**Run 1: signal wires on met1**

Bar = 20 um. Supply wires on this layer in grey.
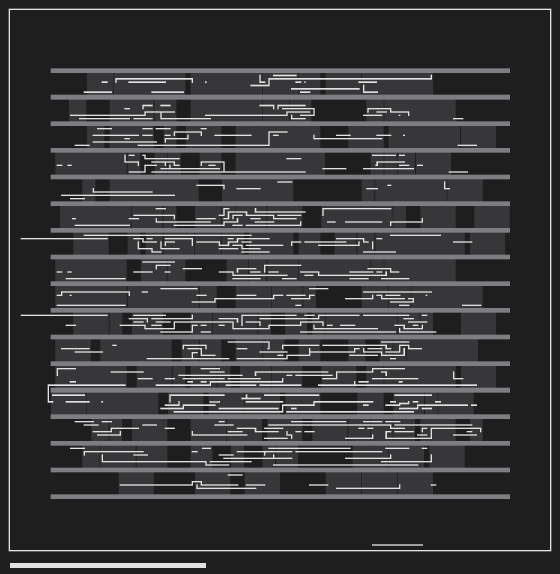
**Run 1: sizing map**

Bar = 20 um.
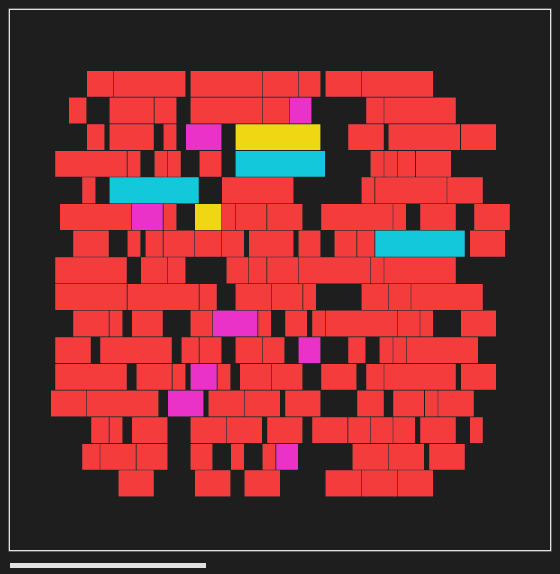
**Run 1: signal wires on met2**

Bar = 20 um.
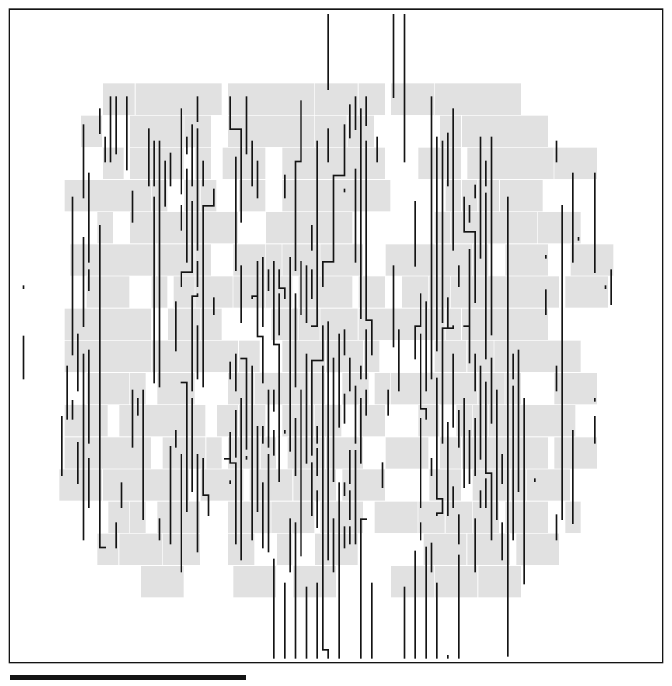
**Run 1: wiring by layer**

Two of the layers only.
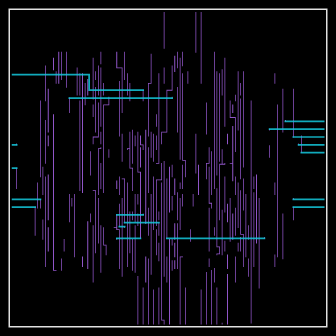
`src/rtl/connect_four_pkg.sv`:
```
// rtl/connect_four_pkg.sv - shared cell/state types and board defaults for connect-four blocks
package connect_four_pkg;

    localparam int DEFAULT_ROWS = 6;

    typedef enum logic [1:0] {
        EMPTY = 2'b00,
        RED   = 2'b01,
        GREEN = 2'b10
    } cell_t;

    typedef enum logic [1:0] {
        IDLE,
        PLACE,
        WAIT_ACK,
        RELEASE
    } drop_state_t;

    // Only the two real colours may be dropped; 00 and 11 are refused.
    function automatic logic valid_player(input logic [1:0] p);
        return (p == RED) || (p == GREEN);
    endfunction

endpackage

```
`src/rtl/column_drop_ctrl_if.sv`:
```
// rtl/column_drop_ctrl_if.sv - column drop controller bus: key/player/cell inputs and place/status outputs
interface column_drop_ctrl_if
    import connect_four_pkg::*;
#(
    parameter int ROWS = DEFAULT_ROWS
);

    logic                  key;
    logic [1:0]            player;
    logic [2*ROWS-1:0]     cells;
    logic [ROWS-1:0]       place;
    logic [1:0]            color;
    logic                  busy;
    logic                  done;
    logic                  reject;
    logic                  err;
    logic                  full;

    // Controller side: consumes key/player/cells, drives the cell write and status.
    modport master (
        input  key,
        input  player,
        input  cells,
        output place,
        output color,
        output busy,
        output done,
        output reject,
        output err,
        output full
    );

    // Board side: drives key/player/cells, observes the controller.
    modport slave (
        output key,
        output player,
        output cells,
        input  place,
        input  color,
        input  busy,
        input  done,
        input  reject,
        input  err,
        input  full
    );

endinterface

```
`src/rtl/key_conditioner.sv`:
```
// rtl/key_conditioner.sv - key press detector; debounced when COLUMN_DROP_DEBOUNCE_EN is defined
module key_conditioner #(
    parameter int DEBOUNCE_CYCLES = 8
) (
    input  logic clock,
    input  logic reset,
    input  logic key,
    output logic press
);

`ifdef COLUMN_DROP_DEBOUNCE_EN

    // The count saturates one past the fire point so a held key fires exactly once.
    localparam int                CNT_W    = $clog2(DEBOUNCE_CYCLES + 2);
    localparam logic [CNT_W-1:0]  CNT_FIRE = CNT_W'(DEBOUNCE_CYCLES);
    localparam logic [CNT_W-1:0]  CNT_SAT  = CNT_W'(DEBOUNCE_CYCLES + 1);

    logic [CNT_W-1:0] cnt_q;
    logic [CNT_W-1:0] cnt_d;

    // Count consecutive high cycles; any low cycle restarts the count.
    always_comb begin
        cnt_d = cnt_q;
        if (!key) begin
            cnt_d = '0;
        end else if (cnt_q != CNT_SAT) begin
            cnt_d = cnt_q + 1'b1;
        end
    end

    // Reset to saturated so a key held through reset must be released before it counts.
    always_ff @(posedge clock) begin
        if (reset) begin
            cnt_q <= CNT_SAT;
        end else begin
            cnt_q <= cnt_d;
        end
    end

    assign press = key && (cnt_q == CNT_FIRE);

`else

    logic key_q;
    logic unused_debounce;

    // Previous key level; reset to 1 so a key held through reset does not look like a new edge.
    always_ff @(posedge clock) begin
        if (reset) begin
            key_q <= 1'b1;
        end else begin
            key_q <= key;
        end
    end

    assign press           = key && !key_q;
    assign unused_debounce = |DEBOUNCE_CYCLES;

`endif

endmodule

```
`src/rtl/column_drop_ctrl.sv`:
```
// rtl/column_drop_ctrl.sv - per-column drop controller; optional press debounce via COLUMN_DROP_DEBOUNCE_EN
module column_drop_ctrl
    import connect_four_pkg::*;
#(
    parameter int ROWS            = DEFAULT_ROWS,
    parameter int ACK_TIMEOUT     = 4,
    parameter int DEBOUNCE_CYCLES = 8
) (
    input  logic               clock,
    input  logic               reset,
    column_drop_ctrl_if.master bus
);

    localparam int               RW        = (ROWS > 1) ? $clog2(ROWS) : 1;
    localparam int               CW        = $clog2(ACK_TIMEOUT + 1);
    localparam logic [CW-1:0]    ACK_LIMIT = CW'(ACK_TIMEOUT);
    localparam logic [ROWS-1:0]  ROW0      = ROWS'(1);

    drop_state_t      state_q;
    drop_state_t      state_d;
    logic [RW-1:0]    target_q;
    logic [RW-1:0]    target_d;
    logic [1:0]       color_lat_q;
    logic [1:0]       color_lat_d;
    logic [CW-1:0]    ack_cnt_q;
    logic [CW-1:0]    ack_cnt_d;

    logic [ROWS-1:0]  place_q;
    logic [ROWS-1:0]  place_d;
    logic [1:0]       color_q;
    logic [1:0]       color_d;
    logic             busy_q;
    logic             busy_d;
    logic             done_q;
    logic             done_d;
    logic             reject_q;
    logic             reject_d;
    logic             err_q;
    logic             err_d;

    logic             press;
    logic             col_full;
    logic [RW-1:0]    target_row;
    logic [1:0]       target_cell;

    key_conditioner #(
        .DEBOUNCE_CYCLES (DEBOUNCE_CYCLES)
    ) u_key_conditioner (
        .clock (clock),
        .reset (reset),
        .key   (bus.key),
        .press (press)
    );

    assign col_full    = bus.cells[2*(ROWS-1) +: 2] != EMPTY;
    assign target_cell = bus.cells[2*target_q +: 2];

    // Lowest empty row: scan top-down so the last hit (the lowest row) wins.
    always_comb begin
        target_row = '0;
        for (int r = ROWS - 1; r >= 0; r--) begin
            if (bus.cells[2*r +: 2] == EMPTY) begin
                target_row = RW'(r);
            end
        end
    end

    // Drop sequencing plus registered output decode from the next state.
    always_comb begin
        state_d     = state_q;
        target_d    = target_q;
        color_lat_d = color_lat_q;
        ack_cnt_d   = ack_cnt_q;
        done_d      = 1'b0;
        reject_d    = 1'b0;
        err_d       = 1'b0;
        place_d     = '0;
        color_d     = EMPTY;
        busy_d      = 1'b0;

        case (state_q)
            IDLE: begin
                ack_cnt_d = '0;
                if (press) begin
                    if (!valid_player(bus.player) || col_full) begin
                        reject_d = 1'b1;
                        state_d  = RELEASE;
                    end else begin
                        target_d    = target_row;
                        color_lat_d = bus.player;
                        state_d     = PLACE;
                    end
                end
            end
            PLACE: begin
                ack_cnt_d = '0;
                state_d   = WAIT_ACK;
            end
            WAIT_ACK: begin
                // Only the target cell is watched; an ack on the last counted cycle still wins.
                ack_cnt_d = ack_cnt_q + 1'b1;
                if (target_cell == color_lat_q) begin
                    done_d    = 1'b1;
                    ack_cnt_d = '0;
                    state_d   = RELEASE;
                end else if (ack_cnt_d == ACK_LIMIT) begin
                    err_d     = 1'b1;
                    ack_cnt_d = '0;
                    state_d   = RELEASE;
                end
            end
            RELEASE: begin
                if (!bus.key) begin
                    state_d = IDLE;
                end
            end
            default: begin
                state_d = IDLE;
            end
        endcase

        case (state_d)
            PLACE: begin
                place_d = ROW0 << target_d;
                color_d = color_lat_d;
                busy_d  = 1'b1;
            end
            WAIT_ACK: begin
                color_d = color_lat_d;
                busy_d  = 1'b1;
            end
            default: begin
                place_d = '0;
            end
        endcase
    end

    // State, latched operands and registered outputs.
    always_ff @(posedge clock) begin
        if (reset) begin
            state_q     <= IDLE;
            target_q    <= '0;
            color_lat_q <= EMPTY;
            ack_cnt_q   <= '0;
            place_q     <= '0;
            color_q     <= EMPTY;
            busy_q      <= 1'b0;
            done_q      <= 1'b0;
            reject_q    <= 1'b0;
            err_q       <= 1'b0;
        end else begin
            state_q     <= state_d;
            target_q    <= target_d;
            color_lat_q <= color_lat_d;
            ack_cnt_q   <= ack_cnt_d;
            place_q     <= place_d;
            color_q     <= color_d;
            busy_q      <= busy_d;
            done_q      <= done_d;
            reject_q    <= reject_d;
            err_q       <= err_d;
        end
    end

    assign bus.place  = place_q;
    assign bus.color  = color_q;
    assign bus.busy   = busy_q;
    assign bus.done   = done_q;
    assign bus.reject = reject_q;
    assign bus.err    = err_q;
    assign bus.full   = col_full;

endmodule

```
`src/flat_wrapper.sv`:
```
// flat-port wrapper written by rule: the top's interface ports become plain ports
module column_drop_ctrl_flat import connect_four_pkg::*;
#(
    parameter int ROWS            = DEFAULT_ROWS,
    parameter int ACK_TIMEOUT     = 4,
    parameter int DEBOUNCE_CYCLES = 8
)
  (clock, reset, bus_key, bus_player, bus_cells, bus_place, bus_color, bus_busy, bus_done, bus_reject, bus_err, bus_full);
  column_drop_ctrl_if #(.ROWS(ROWS)) bus_i ();
  input  logic clock;
  input  logic reset;
  input wire logic [$bits(bus_i.key)-1:0] bus_key;
  input wire logic [$bits(bus_i.player)-1:0] bus_player;
  input wire logic [$bits(bus_i.cells)-1:0] bus_cells;
  output wire logic [$bits(bus_i.place)-1:0] bus_place;
  output wire logic [$bits(bus_i.color)-1:0] bus_color;
  output wire logic [$bits(bus_i.busy)-1:0] bus_busy;
  output wire logic [$bits(bus_i.done)-1:0] bus_done;
  output wire logic [$bits(bus_i.reject)-1:0] bus_reject;
  output wire logic [$bits(bus_i.err)-1:0] bus_err;
  output wire logic [$bits(bus_i.full)-1:0] bus_full;
  assign bus_i.key = bus_key;
  assign bus_i.player = bus_player;
  assign bus_i.cells = bus_cells;
  assign bus_place = bus_i.place;
  assign bus_color = bus_i.color;
  assign bus_busy = bus_i.busy;
  assign bus_done = bus_i.done;
  assign bus_reject = bus_i.reject;
  assign bus_err = bus_i.err;
  assign bus_full = bus_i.full;
  column_drop_ctrl #(.ROWS(ROWS), .ACK_TIMEOUT(ACK_TIMEOUT), .DEBOUNCE_CYCLES(DEBOUNCE_CYCLES)) u_core (.clock(clock), .reset(reset), .bus(bus_i));
endmodule
```
`config.mk`:
```
export PLATFORM = sky130hd
export DESIGN_NAME = column_drop_ctrl_flat
export DESIGN_NICKNAME = d
export VERILOG_FILES = /design/src/rtl/connect_four_pkg.sv /design/src/rtl/column_drop_ctrl_if.sv /design/src/rtl/key_conditioner.sv /design/src/rtl/column_drop_ctrl.sv /design/src/flat_wrapper.sv
export SDC_FILE = /design/constraint.sdc
export NUM_CORES = 1
export LEC_CHECK = 0
export ABC_AREA = 0
export CAP_MARGIN = 10
export CORE_MARGIN = 4
export CORE_UTILIZATION = 50
export CTS_BUF_LIST = sky130_fd_sc_hd__clkbuf_16
export DETAILED_ROUTE_END_ITERATION = 10
export GPL_ROUTABILITY_DRIVEN = 0
export PLACE_DENSITY = 0.88
export SKIP_CTS_REPAIR_TIMING = 1
export SLEW_MARGIN = 20
export SYNTH_ARGS = -nofsm -noshare
export SYNTH_HDL_FRONTEND = slang
export SYNTH_SLANG_ARGS = --single-unit
```
`constraint.sdc`:
```
create_clock -name clock -period 3.2 [get_ports clock]
set_input_delay 0.96 -clock clock [delete_from_list [all_inputs] [get_ports clock]]
set_output_delay 0.96 -clock clock [all_outputs]
set_load 0.005 [all_outputs]
```
==> out/metrics.cfg, run 1 <==
[layout]
inverters = 2
fillers = 163
layout.cells.most_common_list = clkdlybuf4s50_1 (29), dfxtp_1 (23), nor2_1 (16), mux2i_1 (9), nand2_1 (8)
nClkBuffers = 3
clockNetworkAreaShare = 0.0524
final_area_um2 = 1510
layout-drive-gt1-share = 0.0855
buffers_excl_clock = 30
seq_area_frac = 0.306
post-route-util = 0.737
layout.cells.non_filler = 179
logic_gate_count = 93
sh_comb_area = 0.416
logic_area_um2 = 627
regArea_um2 = 460
lay_top_count = clkdlybuf4s50_1
nonClkBufAreaFrac = 0.198
syn_to_final_growth_pct = 35.5

[worst_setup_path]
crit_buf_inv = 3
reg2reg_slack_ps = 820
cp_slowest_stage_delay_ps = 470
crit_top_cell = clkdlybuf4s50_1
crit_required_ps = 2240
crit_path_start = bus_cells[11]
endpoint = bus_full
path_depth = 4
crit_chain = clkdlybuf4s50_1, nor2_2, inv_1, clkdlybuf4s50_1
rr_startpoint = u_core.target_q[1]
crit_path_top_delay_cell = clkdlybuf4s50_1
crit_fanout = 4
critPathArrivalTime_ps = 2170
timing.rr.end = u_core.bus.place[0]
cp-start-kind = primary input
critPathCaptureType = output port
path_class = in -> out

[timing]
hold_ws_ps = 491
maxClockFrequency_mhz = 320
hold_viol = 0
post-route-period-util = 0.977
slew_viol_final = 0
min_period_ps = 3130
setup_slack_ps = 74.2
tightest_slew_ps = 501
slew_headroom = 0.665

[grt]
grt_max_degree = 15
grt_pass1_vias = 941
use_met3 = 0.0590
antenna_found_initial = 0
grt_pass1_wl_mm = 4.27

[power_and_ir_drop]
total_power_w = 0.000658
vdd_ir_drop_max_mv = 0.461
p_seq_w = 0.000306
p_int_w = 0.000514
powerDensity_nw_per_um2 = 437
p_comb_frac = 0.146
powerClk_w = 0.000256
comb_power_w = 0.0000961
maxPowerGroup = registers
seqPwrFrac = 0.465
leakage_nw = 0.573
swShare = 0.219

[cts]
clock_sinks = 23
insertion_delay_ps = 250
h-tree-depth = 1
clk_path_buf_depth = 2
cts_made_buffers = 3
cts_tree = yes
cts-root-buf = clkbuf_16

[routing]
wire_per_inst_um = 14.8
drc_errors = 0
top_layer_used = met3
firstDrtPassIters = 4
viasPerCell = 5.50
drt_iter0_markers = 27
ant_nets = 0
wl_met2_mm = 1.42

[synthesis]
ys_seq_frac = 0.414
top_cells_by_count = dfxtp_1 (23), nor2_1 (17), mux2i_1 (9)
synth_cell_types = 38
synth_area_per_cell_um2 = 9.18
synth-edff-count = 0
synth_top_cell_by_count = dfxtp_1
compound_area_frac = 0.111
async_reset_ff_frac = 0
synth_flops = 23
xor_share = 0.0473
ys_area_um2 = 1110
mux_share = 0.0811
flop_cell = dfxtp_1
syn-instance-count = 121
ys_warn_count = 0
adder_share = 0.0338
fp_nets = 141
synth_top_area_share = 0.414
syn-cell-area_um2 = 1110

[place]
place_inst = 175
placed_cell_area_um2 = 1420
io_buffers = 29

[floorplan]
core-area_um2 = 2040
pin_count = 30
rows = 16
dieArea_um2 = 3040
chipHeight_um = 55.1

[flow_run]
openroad.warnings = 27
timing.max_cap.violations = 0

[run_status]
status = finished clean

[min_path]
hold_class = reg -> reg
min-delay-start = u_core.ack_cnt_q[1]

About 'signal wires on met1':
The layer carries 1110 um of wire. The wires run mostly horizontal. The longest straight run is 17.0 um. The layer holds 42% of the routed length. 153 nets have wire on it.
via total after detailed routing: 984
GRT met1 Usage: 0.235
final wirelength: 2.66 mm

About 'sizing map':
drive 1 or less: in red, cells 139. drive 2: in magenta, cells 8. drive 6 and up: in cyan, cells 3. drive 3 to 4: in yellow, cells 2.

About 'signal wires on met2':
The layer carries 1420 um of wire. The longest straight run is 38.8 um. The wires run mostly vertical. The layer holds 53% of the routed length.
grt met2 use: 0.360

About 'wiring by layer':
met2: in purple, wire length 1420 um. met3: in cyan, wire length 127 um.

==> run 2, diff against run 1 <==
SLEW_MARGIN = 0   (was 20)
**Run 2: wiring by layer**

Two of the layers only.
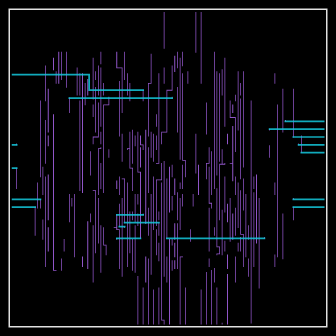
met3: in cyan, wire length 127 um. met2: in purple, wire length 1420 um.

**Run 2: signal wires on met1**

Bar = 20 um. Supply wires on this layer in grey.
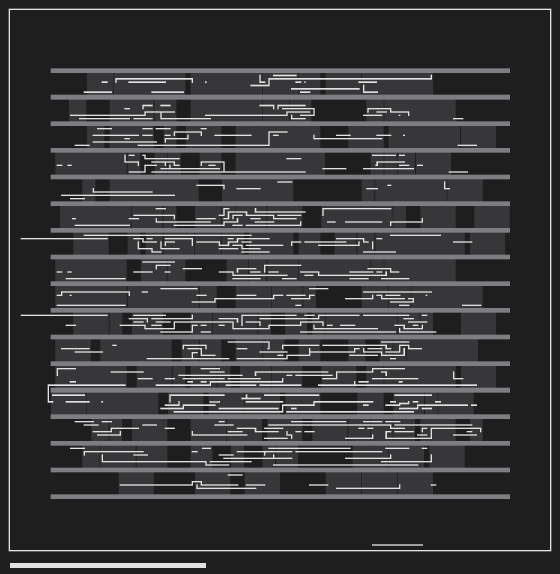
The layer holds 42% of the routed length. The longest straight run is 17.0 um. The wires run mostly horizontal.

==> run 2 against run 1 <==
  * Clock skew unchanged
  * Global-route usage unchanged
  * Design area unchanged
  * Hold slack unchanged
  * Routed wire length unchanged
  * Critical path type unchanged
  * Largest power group unchanged
  * Highest routed layer unchanged
==> out/metrics.cfg, run 2 <==
[layout]
layout-drive-gt1-share = 0.0855
buffers_excl_clock = 30
layout.nets = 173
final_area_um2 = 1510
layout.cells.most_common_list = clkdlybuf4s50_1 (29), dfxtp_1 (23), nor2_1 (16), mux2i_1 (9), nand2_1 (8)
lay_top_count = clkdlybuf4s50_1
logic_area_um2 = 627
post-route-util = 0.737
regArea_um2 = 460
nonClkBufAreaFrac = 0.198
nClkBuffers = 3
fillers = 163
layout.cells.non_filler = 179
logic_gate_count = 93
sh_comb_area = 0.416

[power_and_ir_drop]
leakage_nw = 0.573
comb_power_w = 0.0000961
seqPwrFrac = 0.465
swShare = 0.219
p_comb_frac = 0.146
total_power_w = 0.000658
p_int_w = 0.000514
vdd_ir_drop_max_mv = 0.461
p_seq_w = 0.000306
powerDensity_nw_per_um2 = 437
maxPowerGroup = registers

[floorplan]
core-area_um2 = 2040
pin_count = 30
dieArea_um2 = 3040
chipHeight_um = 55.1

[timing]
hold_ws_ps = 491
setup_slack_ps = 74.2
slew_viol_final = 0
post-route-period-util = 0.977
slew_headroom = 0.665
maxClockFrequency_mhz = 320
tightest_slew_ps = 501
hold_viol = 0

[grt]
grt_pass1_vias = 941
grt_max_degree = 15
use_met1 = 0.235
met2_usage = 0.360
antenna_found_initial = 0
grt_pass1_wl_mm = 4.27
use_met3 = 0.0590

[worst_setup_path]
crit_path_top_delay_cell = clkdlybuf4s50_1
critPathArrivalTime_ps = 2170
path_depth = 4
rr_startpoint = u_core.target_q[1]
timing.rr.end = u_core.bus.place[0]
crit_buf_inv = 3
path_class = in -> out
cp-start-kind = primary input
endpoint = bus_full
crit_top_cell = clkdlybuf4s50_1
crit_fanout = 4
crit_chain = clkdlybuf4s50_1, nor2_2, inv_1, clkdlybuf4s50_1
crit_path_start = bus_cells[11]
cp_slowest_stage_delay_ps = 470
crit_required_ps = 2240
critPathCaptureType = output port

[routing]
viasPerCell = 5.50
firstDrtPassIters = 4
via_count = 984
ant_nets = 0
top_layer_used = met3
routed_wl_mm = 2.66
drc_errors = 0
drt_iter0_markers = 27

[synthesis]
adder_share = 0.0338
compound_area_frac = 0.111
flop_cell = dfxtp_1
async_reset_ff_frac = 0
fp_nets = 141
ys_warn_count = 0
xor_share = 0.0473
top_cells_by_count = dfxtp_1 (23), nor2_1 (17), mux2i_1 (9)
top_logic_kind = simple AND/OR/NAND/NOR gates
syn-instance-count = 121
synth_top_cell_by_count = dfxtp_1
ys_area_um2 = 1110
synth_area_per_cell_um2 = 9.18
synth_cell_types = 38
ys_seq_frac = 0.414
syn-cell-area_um2 = 1110
synth_flops = 23
synth-edff-count = 0
synth_top_area_share = 0.414
mux_share = 0.0811

[cts]
insertion_delay_ps = 250
clock_sinks = 23
cts-root-buf = clkbuf_16
cts_tree = yes
cts.clk_slew.worst_paths_ps = 50
h-tree-depth = 1
clk_path_buf_depth = 2
cts_made_buffers = 3

[flow_run]
timing.max_cap.violations = 0
openroad.warnings = 27

[run_status]
status = finished clean

[min_path]
hold_class = reg -> reg
min-delay-start = u_core.ack_cnt_q[1]

[place]
io_buffers = 29
placed_cell_area_um2 = 1420
place_inst = 175

Power figures rest on the tool's default switching activity, not on a simulated workload.
